### config.mk
export PLATFORM = sky130hd
export DESIGN_NAME = led_pattern_driver_flat
export DESIGN_NICKNAME = d
export VERILOG_FILES = /design/src/rtl/led_pattern_driver_pkg.sv /design/src/rtl/led_pattern_driver_if.sv /design/src/rtl/led_pattern_driver_tick_gen.sv /design/src/rtl/led_pattern_driver.sv /design/src/flat_wrapper.sv
export SDC_FILE = /design/constraint.sdc
export NUM_CORES = 1
export LEC_CHECK = 0
export CAP_MARGIN = 30
export CORE_MARGIN = 2
export CORE_UTILIZATION = 55
export DETAILED_ROUTE_END_ITERATION = 16
export GPL_TIMING_DRIVEN = 0
export PLACE_DENSITY = 0.71
export SETUP_SLACK_MARGIN = 0.1
export SLEW_MARGIN = 20
export SYNTH_ARGS = -nofsm -noshare
export SYNTH_HDL_FRONTEND = slang
export SYNTH_SLANG_ARGS = --single-unit
### constraint.sdc
create_clock -name clock -period 1.7 [get_ports clock]
set_input_delay 0.425 -clock clock [delete_from_list [all_inputs] [get_ports clock]]
set_output_delay 0.425 -clock clock [all_outputs]
set_load 0.02 [all_outputs]
### src/rtl/led_pattern_driver_pkg.sv
// Shared types and constants for the LED pattern driver.
//   mode_t       : display mode encoding (matches the 2-bit mode output)
//   *_INIT       : pattern state loaded when a mode is entered
//   next_mode    : mode advance order, wrapping BREATHE back to BINARY
//   init_pattern : pattern state to load for a given mode
package led_pkg;

  localparam int unsigned PAT_W     = 4;
  localparam int unsigned PWM_IDX_W = 4;

  typedef enum logic [1:0] {
    MODE_BINARY  = 2'd0,
    MODE_SHIFT   = 2'd1,
    MODE_BLINK   = 2'd2,
    MODE_BREATHE = 2'd3
  } mode_t;

  localparam logic [PAT_W-1:0] BINARY_INIT  = 4'b0000;
  localparam logic [PAT_W-1:0] SHIFT_INIT   = 4'b0001;
  localparam logic [PAT_W-1:0] BLINK_INIT   = 4'b1111;
  localparam logic [PAT_W-1:0] BREATHE_INIT = 4'b0000;

  function automatic mode_t next_mode(input mode_t m);
    case (m)
      MODE_BINARY:  return MODE_SHIFT;
      MODE_SHIFT:   return MODE_BLINK;
      MODE_BLINK:   return MODE_BREATHE;
      default:      return MODE_BINARY;
    endcase
  endfunction

  function automatic logic [PAT_W-1:0] init_pattern(input mode_t m);
    case (m)
      MODE_BINARY:  return BINARY_INIT;
      MODE_SHIFT:   return SHIFT_INIT;
      MODE_BLINK:   return BLINK_INIT;
      default:      return BREATHE_INIT;
    endcase
  endfunction

endpackage

### src/rtl/led_pattern_driver_if.sv
// Board-side signal bundle of the LED pattern driver.
//   mode_next : level from the upstream debouncer (rising edge advances mode)
//   led1..4   : LED drives, led1 = pattern[3] ... led4 = pattern[0]
//   mode      : current display mode
// master = the board/upstream side, slave = the driver.
interface led_pattern_driver_if;
  logic       mode_next;
  logic       led1;
  logic       led2;
  logic       led3;
  logic       led4;
  logic [1:0] mode;

  modport master (
    output mode_next,
    input  led1, led2, led3, led4, mode
  );

  modport slave (
    input  mode_next,
    output led1, led2, led3, led4, mode
  );
endinterface

### src/rtl/led_pattern_driver_tick_gen.sv
// Free-running divider producing a one-cycle tick every DIV clocks.
//   clock, reset : system clock, synchronous active-high reset
//   i_clear      : restart the count from 0 at the next edge
//   o_tick_c     : combinational, high while the count sits at DIV-1
// DIV = 1 yields a tick on every cycle.
module tick_gen #(
  parameter int unsigned DIV = 4,
  parameter int unsigned W   = 2
) (
  input  logic clock,
  input  logic reset,
  input  logic i_clear,
  output logic o_tick_c
);

  localparam logic [W-1:0] LAST = W'(DIV - 1);

  logic [W-1:0] r_cnt;

  assign o_tick_c = (r_cnt == LAST);

  // Count 0..DIV-1 and wrap; clear and reset both force 0.
  always_ff @(posedge clock) begin
    if (reset || i_clear || o_tick_c) begin
      r_cnt <= '0;
    end else begin
      r_cnt <= r_cnt + W'(1);
    end
  end

endmodule

### src/rtl/led_pattern_driver.sv
// Animated four-LED output stage with four selectable display modes.
//   clock, reset : 100 MHz system clock, synchronous active-high reset
//   bus (slave)  : mode_next in; led1..led4 and mode out (all registered)
// STEP_DIV sets the pattern step period, PWM_DIV the length of one PWM slot
// (16 slots per PWM frame, used only by BREATHE).
module led_pattern_driver
  import led_pkg::*;
#(
  parameter int unsigned STEP_DIV = 12_500_000,
  parameter int unsigned PWM_DIV  = 1024
) (
  input  logic                 clock,
  input  logic                 reset,
  led_pattern_driver_if.slave  bus
);

  localparam int unsigned STEP_W = $clog2(STEP_DIV);
  localparam int unsigned SLOT_W = $clog2(PWM_DIV) + 1;

  mode_t                r_mode;
  mode_t                w_mode_nxt;
  logic [PAT_W-1:0]     r_pat;
  logic [PAT_W-1:0]     w_pat_nxt;
  logic                 r_dir;        // 0: up (toward LED1 / rising duty), 1: down
  logic                 w_dir_nxt;
  logic [PAT_W-1:0]     w_pattern;
  logic                 r_mn_q;
  logic [PWM_IDX_W-1:0] r_pwm_idx;
  logic [PAT_W-1:0]     r_led;
  logic [1:0]           r_mode_out;
  logic                 w_rise;
  logic                 w_step_tick;
  logic                 w_slot_tick;

  assign w_rise = bus.mode_next & ~r_mn_q;

  // Step prescaler restarts on every mode change so a new mode gets a full step.
  tick_gen #(.DIV(STEP_DIV), .W(STEP_W)) u_step_tick (
    .clock    (clock),
    .reset    (reset),
    .i_clear  (w_rise),
    .o_tick_c (w_step_tick)
  );

  tick_gen #(.DIV(PWM_DIV), .W(SLOT_W)) u_slot_tick (
    .clock    (clock),
    .reset    (reset),
    .i_clear  (1'b0),
    .o_tick_c (w_slot_tick)
  );

  // Mode/pattern state register.
  always_ff @(posedge clock) begin
    if (reset) begin
      r_mode <= MODE_BINARY;
      r_pat  <= BINARY_INIT;
      r_dir  <= 1'b0;
    end else begin
      r_mode <= w_mode_nxt;
      r_pat  <= w_pat_nxt;
      r_dir  <= w_dir_nxt;
    end
  end

  // Next state and display pattern; a mode change beats a coincident step.
  always_comb begin
    w_mode_nxt = r_mode;
    w_pat_nxt  = r_pat;
    w_dir_nxt  = r_dir;
    w_pattern  = r_pat;

    if (r_mode == MODE_BREATHE) begin
      w_pattern = {PAT_W{r_pwm_idx < r_pat}};
    end

    if (w_rise) begin
      w_mode_nxt = next_mode(r_mode);
      w_pat_nxt  = init_pattern(next_mode(r_mode));
      w_dir_nxt  = 1'b0;
    end else if (w_step_tick) begin
      case (r_mode)
        MODE_BINARY: begin
          w_pat_nxt = r_pat + 4'd1;
        end
        MODE_SHIFT: begin
          // Bounce the lit bit between LED4 and LED1.
          if (!r_dir) begin
            if (r_pat[3]) begin
              w_pat_nxt = r_pat >> 1;
              w_dir_nxt = 1'b1;
            end else begin
              w_pat_nxt = r_pat << 1;
            end
          end else begin
            if (r_pat[0]) begin
              w_pat_nxt = r_pat << 1;
              w_dir_nxt = 1'b0;
            end else begin
              w_pat_nxt = r_pat >> 1;
            end
          end
        end
        MODE_BLINK: begin
          w_pat_nxt = ~r_pat;
        end
        default: begin
          // Duty ramps 0..15..0; each end value is visited once per sweep.
          if (!r_dir) begin
            if (r_pat == 4'd15) begin
              w_pat_nxt = 4'd14;
              w_dir_nxt = 1'b1;
            end else begin
              w_pat_nxt = r_pat + 4'd1;
            end
          end else begin
            if (r_pat == 4'd0) begin
              w_pat_nxt = 4'd1;
              w_dir_nxt = 1'b0;
            end else begin
              w_pat_nxt = r_pat - 4'd1;
            end
          end
        end
      endcase
    end
  end

  // Edge detector, PWM slot index and registered outputs.
  always_ff @(posedge clock) begin
    if (reset) begin
      r_mn_q     <= 1'b0;
      r_pwm_idx  <= '0;
      r_led      <= '0;
      r_mode_out <= 2'd0;
    end else begin
      r_mn_q     <= bus.mode_next;
      if (w_slot_tick) begin
        r_pwm_idx <= r_pwm_idx + 4'd1;
      end
      r_led      <= w_pattern;
      r_mode_out <= r_mode;
    end
  end

  assign bus.led1 = r_led[3];
  assign bus.led2 = r_led[2];
  assign bus.led3 = r_led[1];
  assign bus.led4 = r_led[0];
  assign bus.mode = r_mode_out;

endmodule

### src/flat_wrapper.sv
// flat-port wrapper written by rule: the top's interface ports become plain ports
module led_pattern_driver_flat import led_pkg::*;
#(
  parameter int unsigned STEP_DIV = 12_500_000,
  parameter int unsigned PWM_DIV  = 1024
)
  (clock, reset, bus_mode_next, bus_led1, bus_led2, bus_led3, bus_led4, bus_mode);
  led_pattern_driver_if bus_i ();
  input  logic clock;
  input  logic reset;
  input wire logic [$bits(bus_i.mode_next)-1:0] bus_mode_next;
  output wire logic [$bits(bus_i.led1)-1:0] bus_led1;
  output wire logic [$bits(bus_i.led2)-1:0] bus_led2;
  output wire logic [$bits(bus_i.led3)-1:0] bus_led3;
  output wire logic [$bits(bus_i.led4)-1:0] bus_led4;
  output wire logic [$bits(bus_i.mode)-1:0] bus_mode;
  assign bus_i.mode_next = bus_mode_next;
  assign bus_led1 = bus_i.led1;
  assign bus_led2 = bus_i.led2;
  assign bus_led3 = bus_i.led3;
  assign bus_led4 = bus_i.led4;
  assign bus_mode = bus_i.mode;
  led_pattern_driver #(.STEP_DIV(STEP_DIV), .PWM_DIV(PWM_DIV)) u_core (.clock(clock), .reset(reset), .bus(bus_i));
endmodule
==> results_slide.txt, run 1 <==
Flow Results at a Glance

Synth
  – Yosys cell count: ~330
  – Cell taking the most area after synthesis: dfxtp_1
  – Top-area cell share: roughly two fifths
  – Synth Seq Share: between 30% and 40%

Finish
  – Dominant kind of cell: logic gates
  – Most common logic cells in the final layout: nor2_1, dfxtp_1, buf_4
  – Fin nets: ~380
  – Commonest Layout Cell: nor2_1
  – Fillers: 415
  – Antenna cells: 0

Routing
  – Iter 0 DRT Violations: around 150

Outcome
  – Failing checks: negative setup slack
  – Status: complete, but fails checks

Final timing
  – Final tally of setup violations: 16
  – Final setup margin: -0.0166 ns
  – Setup TNS: -0.124 ns

CTS
  – Late-Pin Clk Latency: 0.31 ns
  – H-Tree Level Count: 2

Die
  – Chip area: around 5700 µm²

Power and ir drop
  – Design Power: approximately 2.4 mW
## run 1: worst max-delay path: stages (launching register included)
cell      delay [ns]
dfxtp_4         0.37
nor4bb_4        0.27
nand3_1         0.11
or4_4           0.43
buf_6           0.17
nand2_8         0.10
buf_6           0.13
nor2_1          0.04
## run 1: what timing repair did
| item | CTS | global route |
|---|---|---|
| setup endpoints to repair | 48 | 43 |
| buffers inserted | 20 | 1 |
| pin swaps | 12 | 4 |
| hold buffers | 0 | 0 |
| resized | 52 | 16 |
| cloned | 2 | 0 |
## run 1: per-stage QoR
| step | setup slack (ns) | hold WS [ns] | cell area [µm²] |
|---|---|---|---|
| 2_1_floorplan | -0.0417 | 0.418 | 2800 |
| 3_3_place_gp | -0.326 | 0.437 | 2960 |
| 4_1_cts | 0.00640 | 0.485 | 3360 |
| 5_1_grt | -0.0987 | 0.500 | 3410 |
| 6_report | -0.0166 | 0.488 | 3410 |
| 3_5_place_dp | -0.352 | 0.448 | 2960 |
## run 1: worst paths after layout
| path | to | startpoint | slack [ns] |
|---|---|---|---|
| worst max-delay path | u_core.u_step_tick.r_cnt[14] | u_core.u_step_tick.r_cnt[9] | -0.02 |
| worst min-delay path | u_core.u_slot_tick.r_cnt[10] | u_core.u_slot_tick.r_cnt[10] | 0.49 |
| worst max register to register | u_core.u_step_tick.r_cnt[14] | u_core.u_step_tick.r_cnt[9] | -0.02 |
| worst min register to register | u_core.u_slot_tick.r_cnt[10] | u_core.u_slot_tick.r_cnt[10] | 0.49 |
## run 1: layer usage
metal	GRT usage, %	up-vias	routed length (µm)
li1	-	1225	-
met2	40.4	70	3170
met5	0	-	0
met4	9.94	0	175
met3	4.95	20	233
met1	31.0	1147	2890
run_1/cell_classes.png
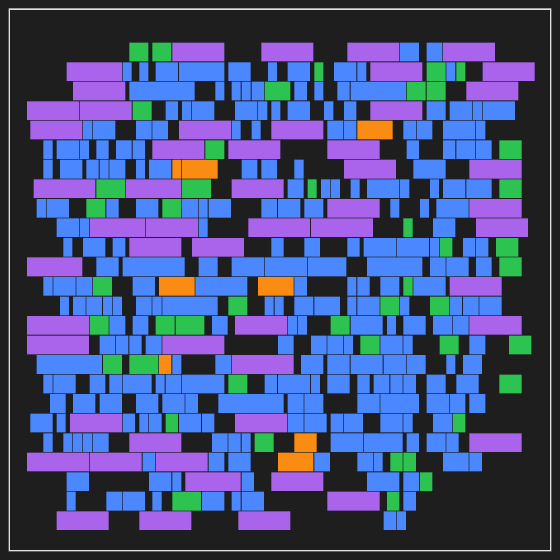
[orange] clock drivers and dummy loads | cells: 8 | share of their area: 2.6%
[green] other buffers and delay cells | cells: 45 | share of their area: 9.9%
[purple] flops | cells: 53 | share of their area: 33%
[blue] all other logic | cells: 256 | share of their area: 54%
Seq area share: 32.2%
final instance area: 3410 µm²

run_1/wire_density.png
Bar = 20 µm. The die is cut into 15 by 15 equal tiles; dark blue is low, red is high, scaled to the fullest tile. Values are wire area over tile area, all layers added.
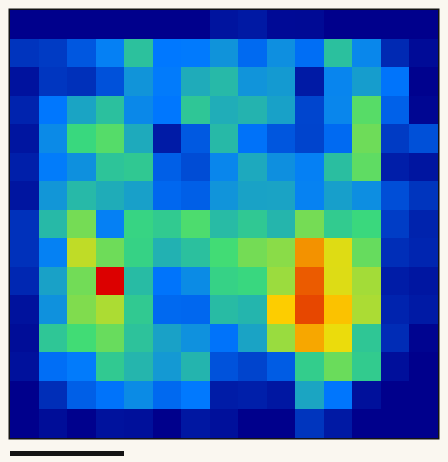
emptiest ninth of the die: north-east
mean over tiles: 0.18
nearly empty tiles: 12%
via count: 2462
Post-Route WL: 6470 µm

run_1/final_congestion.png
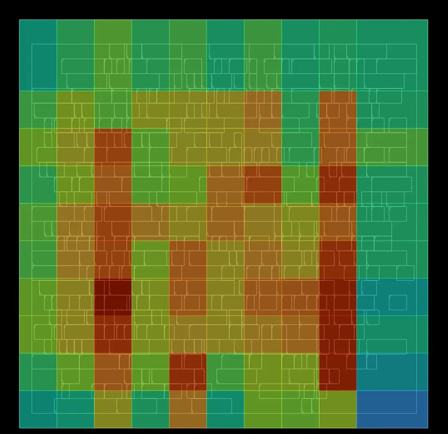
met2 Use GR: 40.4%
GRT Max-Usage Layer: met2
average routed wire per standard cell: 15.1 µm
met3 Use GR: 4.95%

==> run 1 -> run 2 <==
--- a/config.mk
+++ b/config.mk
@@ -5,6 +5,7 @@
 export SDC_FILE = /design/constraint.sdc
 export NUM_CORES = 1
 export LEC_CHECK = 0
+export ABC_AREA = 1
 export CAP_MARGIN = 30
 export CORE_MARGIN = 2
 export CORE_UTILIZATION = 55
==> run 2 against run 1 <==
  * Routed wire length grew 1.2%
  * Clock power shrank 1%
  * Sequential cell count is the same
  * The flow now finishes without violations
  * Worst hold slack lost 0.054 ns
  * Sequential share of layout area shrank 0.84 points
  * Die area grew 8.0%
==> results_slide.txt, run 2 <==
Flow Results at a Glance

Outcome
  – Status: finished, final reports clean

CTS
  – Late-Pin Clk Latency: 0.31 ns (about the same)
  – H-Tree Level Count: 2 (unchanged)
  – Hold Buf Count CTS: 0 (unchanged)

Routing
  – Iter 0 DRT Violations: 125 (-18%)
  – Top sig layer: met4
  – Metal-1 WL: 2870 µm (-0.83%)
  – Via count: 2729 (+11%)
  – Met2 routed WL: 3280 µm (+3.6%)

Finish
  – Antenna cells: 0 (unchanged)
  – Commonest Layout Cell: nand2_1
  – Most common logic cells in the final layout: nand2_1, nor2_1, dfxtp_1
  – Fillers: 479 (+15%)

Final timing
  – Setup TNS: 0 ns (+0.124 ns)
  – Final tally of setup violations: 0 (-16)

Worst setup path
  – CP dominant cell by count: nor2_1
  – Top cell family by delay on the critical path: simple AND/OR/NAND/NOR gates
  – Crit-path slowest cell: dfxtp_4
  – Slowest stage delay, CP: 0.36 ns (-0.07 ns)
  – Worst path cell trace: buf_4, ha_1, nand2_1, nor2_1, nor2_2, nand3_1, nand2_1, nor2_1, nor2_1, nor2_1

Synth
  – Top-area cell share: 35.1% (-3.0 points)
  – Cell taking the most area after synthesis: dfxtp_1
[run 2: logic make-up after synthesis]
family | Yosys count
flops | 53
fa+ha+maj | 14
compound gates | 47
buf+inv | 47
simple gates | 245
xor+xnor | 13
[run 2: final cells by class]
type                       instances  area (µm²)  share of cell area [%]
multi-input combinational        319        1830                    52.5
tap                               70        87.6                    2.51
timing repair buffer              21         170                    4.88
clock inverter                     2        13.8                   0.395
clock buffer                       6        72.6                    2.08
inverter                          41         158                    4.52
sequential                        53        1090                    31.4
buffer                             6        58.8                    1.69
[run 2: worst paths after layout]
path                               start                     endpoint  slack (ns)  cells past startpoint
max                      u_core.r_pat[0]              u_core.r_pat[2]        0.16                     10
min          u_core.u_slot_tick.r_cnt[0]  u_core.u_slot_tick.r_cnt[0]        0.43                      1
max reg2reg              u_core.r_pat[0]              u_core.r_pat[2]        0.16                     10
min reg2reg  u_core.u_slot_tick.r_cnt[0]  u_core.u_slot_tick.r_cnt[0]        0.43                      1
[run 2: power breakdown]
part	internal [mW]	leakage, nW	switching, mW
clock	0.294	0.0456	0.411
combinational	0.145	0.991	0.198
sequential	1.27	0.439	0.0261
total	1.71	1.48	0.636
[run 2: per-stage QoR]
stage / instance area, µm² / hold slack [ns] / utilization, % / worst slack (ns)
floorplan: 3020 / 0.430 / - / 0.232
global placement: 3190 / 0.443 / 61.3 / -0.416
detailed placement: 3190 / 0.445 / 61.3 / -0.400
CTS: 3310 / 0.460 / 63.5 / 0.105
global route: 3490 / 0.455 / 67.0 / 0.0771
finish: 3490 / 0.434 / 67.0 / 0.156
[run 2: what timing repair did]
item,in CTS,in global routing
setup endpoints to repair,39,45
buffers inserted,1,12
pin swaps,1,3
gates resized,16,40
cloned,0,0
run_2/final_congestion.png
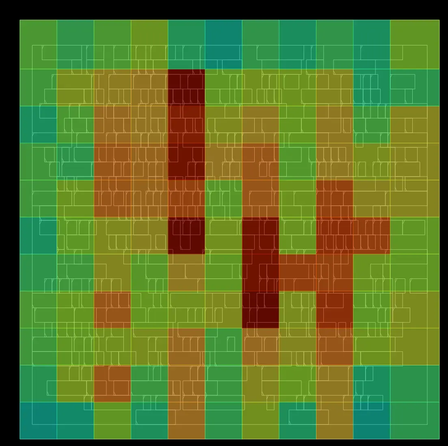
average routed wire per standard cell: 12.6 µm
All-Layer GR Usage: 22.8%
met3 Use GR: 4.60%
met2 Use GR: 40.1%
post-layout util: 67.0%

Power and IR drop assume default switching activity.
